`config.mk`:
```
export PLATFORM = sky130hd
export DESIGN_NAME = lvds_tx_link_ctrl
export DESIGN_NICKNAME = d
export VERILOG_FILES = /design/src/rtl/lvds_tx_pkg.sv /design/src/rtl/lvds_tx_ack_filt.sv /design/src/rtl/lvds_tx_link_ctrl.sv
export SDC_FILE = /design/constraint.sdc
export NUM_CORES = 1
export LEC_CHECK = 0
export CAP_MARGIN = 40
export CORE_ASPECT_RATIO = 2
export CORE_MARGIN = 3
export CORE_UTILIZATION = 40
export DETAILED_ROUTE_END_ITERATION = 7
export PLACE_DENSITY = 0.76
export SKIP_CTS_REPAIR_TIMING = 1
export SYNTH_ARGS = -nofsm -noshare
export SYNTH_HDL_FRONTEND = slang
export SYNTH_SLANG_ARGS = --single-unit
export TNS_END_PERCENT = 20
```
`constraint.sdc`:
```
create_clock -name CLK -period 4.4 [get_ports CLK]
set_input_delay 1.32 -clock CLK [delete_from_list [all_inputs] [get_ports CLK]]
set_output_delay 1.32 -clock CLK [all_outputs]
set_load 0.02 [all_outputs]
```
`src/rtl/lvds_tx_pkg.sv`:
```
// Shared types and constants for the LVDS TX link controller.
package lvds_tx_pkg;

    typedef enum logic [2:0] {
        INIT,
        TRAIN,
        ALIGN,
        DONE,
        FAIL
    } state_e;

    localparam logic [7:0] TRAIN_WORD = 8'hF0;
    localparam logic [7:0] SYNC_WORD  = 8'hBC;
    localparam logic [7:0] IDLE_WORD  = 8'hC5;

    // x^7 + x^6 + 1: feedback from the two oldest state bits
    localparam logic [6:0] PRBS7_TAPS = 7'b110_0000;
    localparam logic [6:0] PRBS7_SEED = 7'h01;

endpackage

```
`src/rtl/lvds_tx_ack_filt.sv`:
```
// Sideband ack qualifier: 2-FF synchronizer followed by a run-length filter
// that flips ack only after ACK_FILT consecutive opposite samples.
module lvds_tx_ack_filt #(
    parameter int unsigned ACK_FILT = 16
) (
    input  logic clk,
    input  logic rst_n,
    input  logic sin_i,
    output logic ack_o
);

    localparam int unsigned CNT_W = $clog2(ACK_FILT);

    logic [1:0]       sync_q;
    logic [CNT_W-1:0] cnt_q, cnt_d;
    logic             ack_q, ack_d;

    always_ff @(posedge clk or negedge rst_n) begin
        if (!rst_n) begin
            sync_q <= '0;
            cnt_q  <= '0;
            ack_q  <= 1'b0;
        end else begin
            sync_q <= {sync_q[0], sin_i};
            cnt_q  <= cnt_d;
            ack_q  <= ack_d;
        end
    end

    // Count samples disagreeing with ack; any agreeing sample restarts the run
    always_comb begin
        cnt_d = '0;
        ack_d = ack_q;
        if (sync_q[1] != ack_q) begin
            if (cnt_q == CNT_W'(ACK_FILT - 1)) begin
                ack_d = sync_q[1];
            end else begin
                cnt_d = cnt_q + CNT_W'(1);
            end
        end
    end

    assign ack_o = ack_q;

endmodule

```
`src/rtl/lvds_tx_link_ctrl.sv`:
```
// Multi-lane LVDS TX link controller: bring-up, data/idle streaming, retry and loss handling.
// Optional per-lane PRBS7 test stream when LVDS_TX_PRBS_EN is defined.
module lvds_tx_link_ctrl
    import lvds_tx_pkg::*;
#(
    parameter int unsigned LANES     = 16,
    parameter int unsigned LANE_W    = 8,
    parameter int unsigned P_TIMEOUT = 'h98968,
    parameter int unsigned RETRY_MAX = 3,
    parameter int unsigned ACK_FILT  = 16,
    parameter int unsigned GAP_CYC   = 256,
    parameter int unsigned SYNC_LEN  = 4
) (
    input  logic                           CLK,
    input  logic                           RST_N,
    input  logic                           RESTART,
    input  logic [LANES*LANE_W-1:0]        TX_DATA,
    input  logic                           TX_VALID,
    output logic                           TX_READY,
    input  logic                           PRBS_MODE,
    output logic [LANES*LANE_W-1:0]        SER_DATA,
    output logic                           LVDS_TX_SOUT,
    input  logic                           LVDS_TX_SIN,
    output logic                           LVDS_INIT_DONE,
    output logic                           LINK_FAIL,
    output logic                           LINK_LOST,
    output logic [$clog2(RETRY_MAX+1)-1:0] RETRY_CNT
);

    localparam int unsigned DW      = LANES * LANE_W;
    localparam int unsigned RC_W    = $clog2(RETRY_MAX + 1);
    localparam int unsigned TMR_M0  = (P_TIMEOUT > GAP_CYC) ? P_TIMEOUT : GAP_CYC;
    localparam int unsigned TMR_MAX = (TMR_M0 > SYNC_LEN) ? TMR_M0 : SYNC_LEN;
    localparam int unsigned TMR_W   = $clog2(TMR_MAX);
    localparam int unsigned WREP    = LANE_W / 8 + 1;

    // Replicate/truncate an 8-bit pattern to one lane, then across all lanes
    function automatic logic [DW-1:0] rep_word(input logic [7:0] w);
        logic [8*WREP-1:0] ext;
        ext = {WREP{w}};
        return {LANES{ext[LANE_W-1:0]}};
    endfunction

    localparam logic [DW-1:0] TRAIN_BUS = rep_word(TRAIN_WORD);
    localparam logic [DW-1:0] SYNC_BUS  = rep_word(SYNC_WORD);
    localparam logic [DW-1:0] IDLE_BUS  = rep_word(IDLE_WORD);

    state_e           state_q, state_d;
    logic [TMR_W-1:0] timer_q, timer_d;
    logic [RC_W-1:0]  retry_q, retry_d;
    logic [DW-1:0]    ser_q, ser_d;
    logic             sout_q, done_q, fail_q, lost_q, lost_d;
    logic             ack;
    logic [DW-1:0]    prbs_word_c;

    lvds_tx_ack_filt #(.ACK_FILT(ACK_FILT)) u_ack_filt (
        .clk   (CLK),
        .rst_n (RST_N),
        .sin_i (LVDS_TX_SIN),
        .ack_o (ack)
    );

`ifdef LVDS_TX_PRBS_EN
    function automatic logic [6:0] seed_rot(input int i);
        logic [13:0] t;
        t = {PRBS7_SEED, PRBS7_SEED} << (i % 7);
        return t[13:7];
    endfunction

    // Advance one LFSR by LANE_W bits; returns {next_state, bits}, first bit in LSB
    function automatic logic [LANE_W+6:0] prbs_adv(input logic [6:0] seed);
        logic [6:0]        s;
        logic [LANE_W-1:0] bits;
        logic              fb;
        s    = seed;
        bits = '0;
        for (int unsigned b = 0; b < LANE_W; b++) begin
            fb   = ^(s & PRBS7_TAPS);
            s    = {s[5:0], fb};
            bits = {fb, bits[LANE_W-1:1]};
        end
        return {s, bits};
    endfunction

    logic done_entry_c;
    assign done_entry_c = (state_d == DONE) && (state_q != DONE);
    assign TX_READY     = (state_q == DONE) && !PRBS_MODE;

    for (genvar l = 0; l < LANES; l++) begin : g_prbs
        logic [6:0]        lfsr_q;
        logic [LANE_W+6:0] adv_c;

        assign adv_c = prbs_adv(lfsr_q);
        assign prbs_word_c[l*LANE_W +: LANE_W] = adv_c[LANE_W-1:0];

        always_ff @(posedge CLK or negedge RST_N) begin
            if (!RST_N) begin
                lfsr_q <= seed_rot(l);
            end else if (done_entry_c) begin
                lfsr_q <= seed_rot(l);
            end else if (state_q == DONE && PRBS_MODE) begin
                lfsr_q <= adv_c[LANE_W+6:LANE_W];
            end
        end
    end
`else
    logic unused_prbs_mode;
    assign unused_prbs_mode = PRBS_MODE;
    assign prbs_word_c      = IDLE_BUS;
    assign TX_READY         = (state_q == DONE);
`endif

    always_ff @(posedge CLK or negedge RST_N) begin
        if (!RST_N) begin
            state_q <= INIT;
            timer_q <= '0;
            retry_q <= '0;
            ser_q   <= IDLE_BUS;
            sout_q  <= 1'b0;
            done_q  <= 1'b0;
            fail_q  <= 1'b0;
            lost_q  <= 1'b0;
        end else begin
            state_q <= state_d;
            timer_q <= timer_d;
            retry_q <= retry_d;
            ser_q   <= ser_d;
            sout_q  <= (state_d == TRAIN) || (state_d == ALIGN);
            done_q  <= (state_d == DONE);
            fail_q  <= (state_d == FAIL);
            lost_q  <= lost_d;
        end
    end

    // Next state, retry bookkeeping and the word loaded into SER_DATA
    always_comb begin
        state_d = state_q;
        retry_d = retry_q;
        lost_d  = 1'b0;
        ser_d   = IDLE_BUS;

        case (state_q)
            INIT: begin
                if (timer_q == TMR_W'(GAP_CYC - 1)) state_d = TRAIN;
            end
            TRAIN: begin
                if (ack) begin
                    state_d = ALIGN;
                end else if (timer_q == TMR_W'(P_TIMEOUT - 1)) begin
                    retry_d = retry_q + RC_W'(1);
                    state_d = (retry_d == RC_W'(RETRY_MAX)) ? FAIL : INIT;
                end
            end
            ALIGN: begin
                if (!ack) begin
                    state_d = INIT;
                end else if (timer_q == TMR_W'(SYNC_LEN - 1)) begin
                    state_d = DONE;
                end
            end
            DONE: begin
                if (!ack) begin
                    state_d = INIT;
                    retry_d = '0;
                    lost_d  = 1'b1;
                end
            end
            FAIL: begin
                if (RESTART) begin
                    state_d = INIT;
                    retry_d = '0;
                end
            end
            default: state_d = INIT;
        endcase

        if (state_d != state_q) begin
            timer_d = '0;
        end else if (timer_q != '1) begin
            timer_d = timer_q + TMR_W'(1);
        end else begin
            timer_d = timer_q;
        end

        case (state_d)
            TRAIN:   ser_d = TRAIN_BUS;
            ALIGN:   ser_d = SYNC_BUS;
            default: ser_d = IDLE_BUS;
        endcase
`ifdef LVDS_TX_PRBS_EN
        if (state_q == DONE && PRBS_MODE) ser_d = prbs_word_c;
`endif
        if (TX_READY && TX_VALID) ser_d = TX_DATA;
    end

    assign SER_DATA       = ser_q;
    assign LVDS_TX_SOUT   = sout_q;
    assign LVDS_INIT_DONE = done_q;
    assign LINK_FAIL      = fail_q;
    assign LINK_LOST      = lost_q;
    assign RETRY_CNT      = retry_q;

endmodule
```
### Wiring by layer, run 1

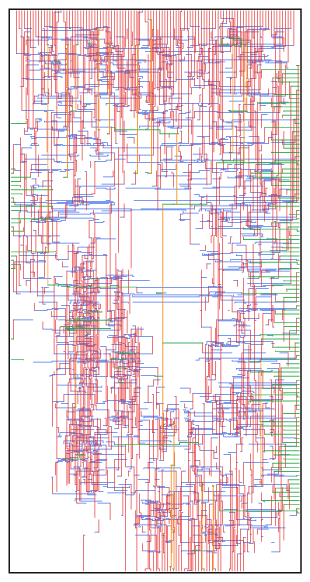
[metal 1] blue | wire length: 6330 um
[metal 4] orange | wire length: 701 um
[metal 3] green | wire length: 1130 um
[metal 2] red | wire length: 10500 um

### Clock network drawn from the DEF, run 1

Bar = 20 um.
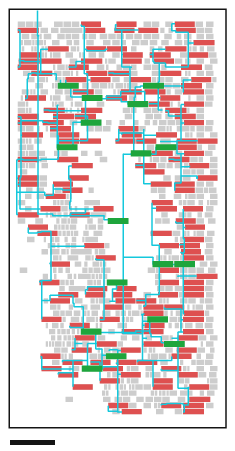
[clock drivers] green | count: 17
[flip-flops] red | count: 164
[clock wires] cyan | length: 1840 um
flops lie: all over the die
routed clock nets: 18

==> impl_metrics.csv, run 1 <==
group,metric,value,unit
outcome,status,"finished, final reports clean",
synthesis,top_area_frac,0.393,
critical_path,worst-r2r-setup-slack,1.81,ns
die,io_pins,269,
routing,ant_nets,0,
finish,lay_top_count,"clkdlybuf4s50_1",
critical_path,cp.required,3.08,ns
power,p_total,3.25,mW
routing,drt_iter0_drc,182,
routing,drc,0,
critical_path,path_depth,4,
clock_tree,h-tree-depth,4,
critical_path,slowest_stage,"clkdlybuf4s50_1",
power,power_leader,"sequential cells",
finish,areaGrowthSynthToFinish,53.3,%
synthesis,xor_area_frac,0.0220,
power,p_comb,0.264,mW
critical_path,rr_worst_depth,6,
critical_path,cp-end-kind,"primary output",
synthesis,fp_nets,688,
die,dieArea,17600,um^2
finish,nets,944,
synthesis,synth-simple-area-share,0.180,
synthesis,syn_inst,551,
die,std_cell_rows,64,
critical_path,worstPathArrival,2.15,ns
synthesis,ys_sh_aoi,0.0970,
synthesis,async_flop_share,1.00,
finish,final_cell_mix,"clkdlybuf4s50_1, dfrtp_1, nor2_1, dfstp_2, nand2_1",
timing,relSlewSlack,0.457,
power,share_comb_of_total_power,0.081,
synthesis,yosys-stat-area,6370,um^2
timing,fin_crit,3.47,ns
finish,largest_register_ffs,128,
hold_path,min_path_type,"flip-flop to flip-flop",
timing,hold_violations,0,
global_routing,antenna_found_initial,0,
die,fp_util,0.412,
routing,wl_per_cell,18.3,um
synthesis,top_cell,"dfrtp_1",
power,seq_power_share,0.503,
power,p_leak,4.21,nW
global_routing,grt_pass1_wl,27900,um
synthesis,ff_type,"dfrtp_1",
timing,slew_violations,0,
timing,worst_pin_slew,0.813,ns
timing,setup_violations,0,
clock_tree,clock_path_buffers,2,
clock_tree,cts_root_buffer,"clkbuf_16",
power,p_int,2.46,mW
global_routing,grt_pass1_vias,5231,
timing,finClkSkew,0.0159,ns
critical_path,cp-startpoint,"state_q[2]",
synthesis,largest_area_cell,"dfrtp_1",
synthesis,ys_seq_frac,0.657,
finish,post-route-util,0.632,
synthesis,synthTopCellsByCount,"dfrtp_1, nor2_1, dfstp_2",
synthesis,synth_warnings,0,
### Cell placement, run 1

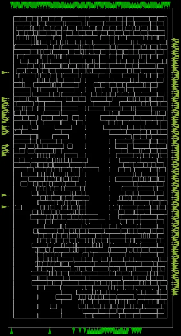
seq_cells: 164
Seq area share: 0.428

### M3 wires, run 1

Bar = 20 um.
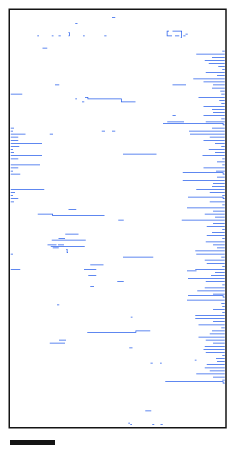
share of all routed wire: 6.1%
longest straight run: 26.5 um
nets with wire on the layer: 166

run 1: metrics by stage:
stage	setup slack, ns	hold slack [ns]	cells
floorplan	2.14	0.331	551
global placement	1.40	0.348	983
detailed placement	1.32	0.350	986
CTS	0.888	0.366	1018
global route	0.801	0.372	1018
finish	0.930	0.359	1018
run 1: cell type report:
cell class                 instances  area (um^2)  share of cell area
clock buffer                      19          443              0.0454
clock inverter                    13          104              0.0106
inverter                           4         15.0             0.00154
multi-input combinational        344         2000               0.205
sequential                       164         4180               0.428
tap                              198          248              0.0254
timing repair buffer             276         2770               0.284
run 1: routing by layer:
metal | track usage | wire, um | vias up
met3 | 0.0494 | 1130 | 39
met2 | 0.379 | 10500 | 217
li1 | - | - | 2355
met5 | 0 | 0 | -
met1 | 0.225 | 6330 | 2521
met4 | 0.105 | 701 | 0
### Zoomed window, run 1

Window x 28 to 68, y 35 to 75 um. Cells in gray, sequential cells in the stronger gray; small squares are vias.
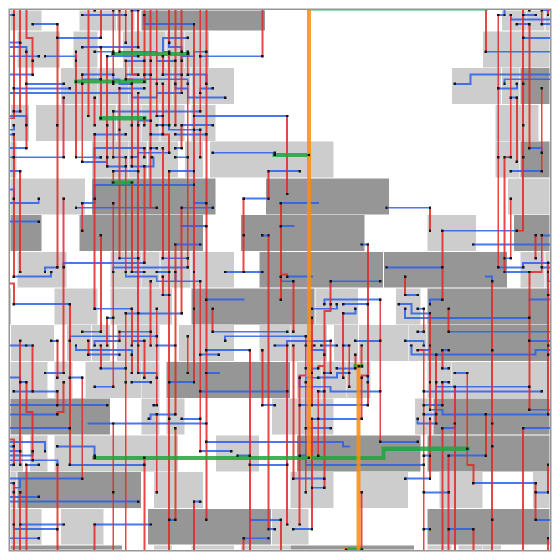

==> inputs of run 2 (changes only) <==
- CORE_UTILIZATION: 40 -> 39
- PLACE_DENSITY: 0.76 -> 0.77
- clock period: 4.4 -> 2.87 ns (I/O delays scaled with it)
### Zoomed window, run 2

Window x 28 to 68, y 36 to 76 um. Cells in gray, sequential cells in the stronger gray; small squares are vias.
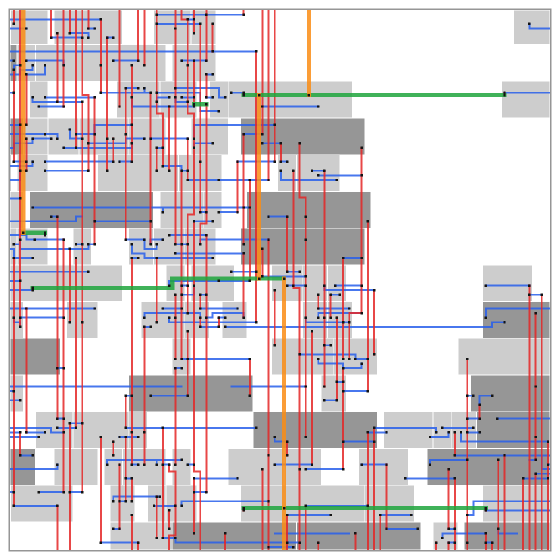
[metal 2] red
[metal 1] blue
[metal 3] green
[metal 4] orange
most frequent: dfrtp_1 (13), nand2_1 (7)
netlist names of flops here include: SER_DATA (5), u_ack_filt.cnt_q (4)
cells with their middle in the window: 84
sequential cells in the window: 13

==> impl_metrics.csv, run 2 <==
group,metric,value,unit
outcome,status,"finished, final reports clean",
clock_tree,cts_root_buffer,"clkbuf_16",
timing,hold_violations,0,
global_routing,busiest_layer,"met2",
finish,logic_gates,344,
finish,post-route-util,0.628,
die,fp_util,0.402,
finish,buffers_excl_clock,281,
clock_tree,h-tree-depth,4,
timing,worst_pin_slew,0.751,ns
timing,setup_violations,0,
power,p_total,5.44,mW
finish,flop-count,164,
synthesis,yosys_cells,551,
power,p_comb,0.455,mW
synthesis,ys_sh_aoi,0.0970,
die,dieArea,18000,um^2
timing,fin_crit,2.72,ns
synthesis,ff_type,"dfrtp_1",
timing,holdWs,0.352,ns
finish,areaGrowthSynthToFinish,56.2,%
global_routing,grt_pass1_vias,5282,
routing,wl_per_cell,18.5,um
routing,wl_met2,10500,um
routing,drc,0,
power,share_comb_of_total_power,0.084,
global_routing,grt_util_met1,0.215,
global_routing,use_met3,0.0633,
synthesis,ys_seq_frac,0.657,
job,maxCapViolCount,0,
critical_path,cp-end-kind,"primary output",
routing,ant_nets,0,
finish,combGateArea,2000,um^2
finish,seq_area,4180,um^2
clock_tree,clock_sinks,164,
synthesis,fp_nets,688,
finish,fin_cells,1026,
synthesis,synth_warnings,0,
hold_path,min_path_type,"flip-flop to flip-flop",
routing,wl_met1,6330,um
finish,biggestCellCategory,"flip-flops and latches",
finish,comb_share,0.201,
placed_design,placed_cells,994,
placed_design,dp_slack,0.233,ns
clock_tree,clock_path_buffers,2,
timing,slew_violations,0,
finish,largest_register_ffs,128,
critical_path,cp.required,2.01,ns
synthesis,synth-simple-area-share,0.180,
routing,drt_iter0_drc,188,
synthesis,syn_inst,551,
power,p_int,4.23,mW
finish,nonClkBufAreaFrac,0.287,
die,io_pins,269,
synthesis,top_area_frac,0.393,
timing,finClkSkew,0.00963,ns
finish,inverters,4,
routing,dr.max_layer_used,"met4",
global_routing,use_met2,0.400,
power,power_leader,"the clock network",
power,p_leak,4.30,nW
finish,clock_cell_area_share,0.0650,
synthesis,xor_area_frac,0.0220,
synthesis,logic_family,"simple AND/OR/NAND/NOR gates",
synthesis,yosys-stat-area,6370,um^2
finish,seq_share,0.420,
finish,lay_top_count,"clkdlybuf4s50_1",
finish,nets,949,
critical_path,worstPathArrival,1.86,ns
routing,wl_met3,1360,um
die,nWellTaps,201,
synthesis,async_flop_share,1.00,
synthesis,largest_area_cell,"dfrtp_1",
power,seq_power_share,0.457,
timing,worst_slack,0.145,ns
finish,final_cell_mix,"clkdlybuf4s50_1, dfrtp_1, nor2_1, dfstp_2, nand2_1",
-- run 2: cell counts after synthesis --
Identical to the previous run, type by type.
-- run 2: worst paths after layout --
check	depth (start not counted)	from	endpoint	slack [ns]
setup / recovery	4	state_q[0]	TX_READY	0.15
hold / removal	0	u_ack_filt.sync_q[0]	u_ack_filt.sync_q[1]	0.35
setup reg to reg	6	timer_q[0]	SER_DATA[74]	0.30
hold reg to reg	0	u_ack_filt.sync_q[0]	u_ack_filt.sync_q[1]	0.35
max in group asynchronous	2	RST_N	SER_DATA[0]	1.77
min in group asynchronous	1	RST_N	SER_DATA[59]	0.37
-- run 2: critical path, stage by stage (launching register included) --
cell	delay (ns)
dfrtp_1	0.45
nor2b_2	0.21
nand2_1	0.12
inv_1	0.08
clkdlybuf4s50_1	0.59
### Clock network drawn from the DEF, run 2

Bar = 20 um.
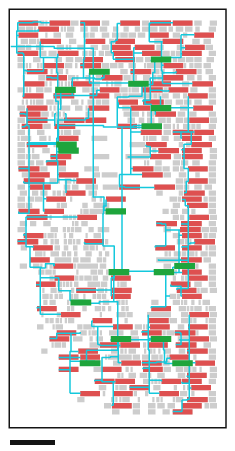

==> inputs of run 3 (changes only) <==
- CORE_UTILIZATION: 39 -> 40
- PLACE_DENSITY: 0.77 -> 0.76
- clock period: 2.87 -> 3 ns (I/O delays scaled with it)
### Clock network drawn from the DEF, run 3

Bar = 20 um.
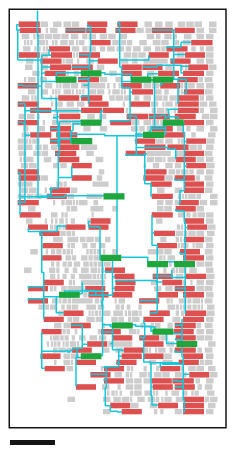
[clock drivers] green | count: 17
[flip-flops] red | count: 164
[clock wires] cyan | length: 1900 um
flops lie: all over the die

==> impl_metrics.csv, run 3 <==
group,metric,value,unit
finish,biggestCellCategory,"flip-flops and latches",
power,seq_power_share,0.455,
power,p_leak,4.31,nW
critical_path,rr_worst_depth,6,
routing,dr.max_layer_used,"met4",
timing,fmax,361,MHz
timing,worst_slack,0.227,ns
timing,hold_violations,0,
global_routing,antenna_found_initial,1,
finish,nonClkBufAreaFrac,0.284,
clock_tree,clock_path_buffers,2,
critical_path,slowest_stage,"clkdlybuf4s50_1",
critical_path,worstPathCellList,"nor2b_1 > nand2_1 > inv_1 > clkdlybuf4s50_1",
critical_path,r2r_start,"timer_q[0]",
global_routing,grt_usage,0.220,
finish,nClkBuffers,20,
routing,wl_per_cell,18.6,um
timing,slew_violations,0,
global_routing,grt_pass1_vias,5433,
power,p_int,4.13,mW
finish,combGateArea,2000,um^2
synthesis,fp_nets,688,
critical_path,worst-r2r-setup-slack,0.41,ns
synthesis,yosys_cells,551,
timing,worst_pin_slew,0.623,ns
routing,wl_met1,6250,um
placed_design,dp_slack,0.453,ns
routing,wl_met3,1430,um
outcome,status,"finished, final reports clean",
critical_path,worstPathArrival,1.87,ns
synthesis,ys.flops,164,
routing,drt_iter0_drc,169,
finish,post-route-util,0.644,
finish,inverters,4,
timing,setup_violations,0,
finish,flop-count,164,
critical_path,crit_family,"buffers and inverters",
global_routing,use_met3,0.0617,
synthesis,async_flop_share,1.00,
synthesis,top_cell,"dfrtp_1",
hold_path,hold_path_depth,0,
finish,final_cell_mix,"clkdlybuf4s50_1, dfrtp_1, nor2_1, dfstp_2, nand2_1",
finish,nets,950,
die,nWellTaps,198,
global_routing,use_met2,0.411,
timing,fin_crit,2.77,ns
critical_path,max_stage_delay,0.62,ns
timing,finClkSkew,0.00713,ns
finish,lay_top_count,"clkdlybuf4s50_1",
die,std_cell_rows,64,
synthesis,synth_warnings,0,
finish,comb_share,0.201,
power,p_total,5.27,mW
critical_path,cp-end-kind,"primary output",
synthesis,top_area_frac,0.393,
synthesis,largest_area_cell,"dfrtp_1",
critical_path,worst-path-buf-inv,2,
synthesis,ff_type,"dfrtp_1",
clock_tree,h-tree-depth,4,
synthesis,syn_inst,551,
hold_path,hold_start,"u_ack_filt.sync_q[0]",
power,share_comb_of_total_power,0.075,
routing,ant_nets,0,
hold_path,min_path_type,"flip-flop to flip-flop",
finish,largest_register_ffs,128,
clock_tree,cts_root_buffer,"clkbuf_16",
synthesis,yosys-stat-area,6370,um^2
critical_path,path_depth,4,
synthesis,synthTopCellsByCount,"dfrtp_1, nor2_1, dfstp_2",
die,fp_util,0.412,
power,power_leader,"the clock network",
global_routing,grt_util_met1,0.222,
global_routing,grt_pass1_wl,28900,um
critical_path,cp-startpoint,"state_q[2]",
routing,wl_met2,10900,um
critical_path,cp.required,2.10,ns
synthesis,ys_seq_frac,0.657,
finish,buffers_excl_clock,282,
job,maxCapViolCount,0,
finish,logic_gates,344,
critical_path,rr_endpoint,"SER_DATA[108]",
finish,seq_area,4180,um^2
routing,drc,0,
finish,clock_cell_area_share,0.0686,
clock_tree,clock_sinks,164,
timing,relSlewSlack,0.585,
-- run 3: cell counts after synthesis --
Identical to the previous run, type by type.
-- run 3: per-stage QoR --
step	hold WS [ns]	area, um^2	cells
after floorplan	0.331	6370	551
after global placement	0.360	9270	992
after detailed placement	0.361	9270	992
after CTS	0.378	9950	1024
after global routing	0.378	9950	1025
final	0.375	9950	1025
-- run 3: logic make-up (layout without fill, tap and decap cells) --
logic type / Yosys count / in the layout / share of synthesized area
and+or+nand+nor: 230 / 230 / 0.180
DFF: 164 / 164 / 0.657
adders and majority gates: 3 / 3 / 0.00589
other: 0 / 1 / 0
AOI/OAI and AO/OA: 91 / 91 / 0.0970
muxes: 4 / 4 / 0.00668
xor gates and xnor gates: 16 / 16 / 0.0220
buffers and inverters: 43 / 318 / 0.0316
Power and IR drop assume default switching activity.
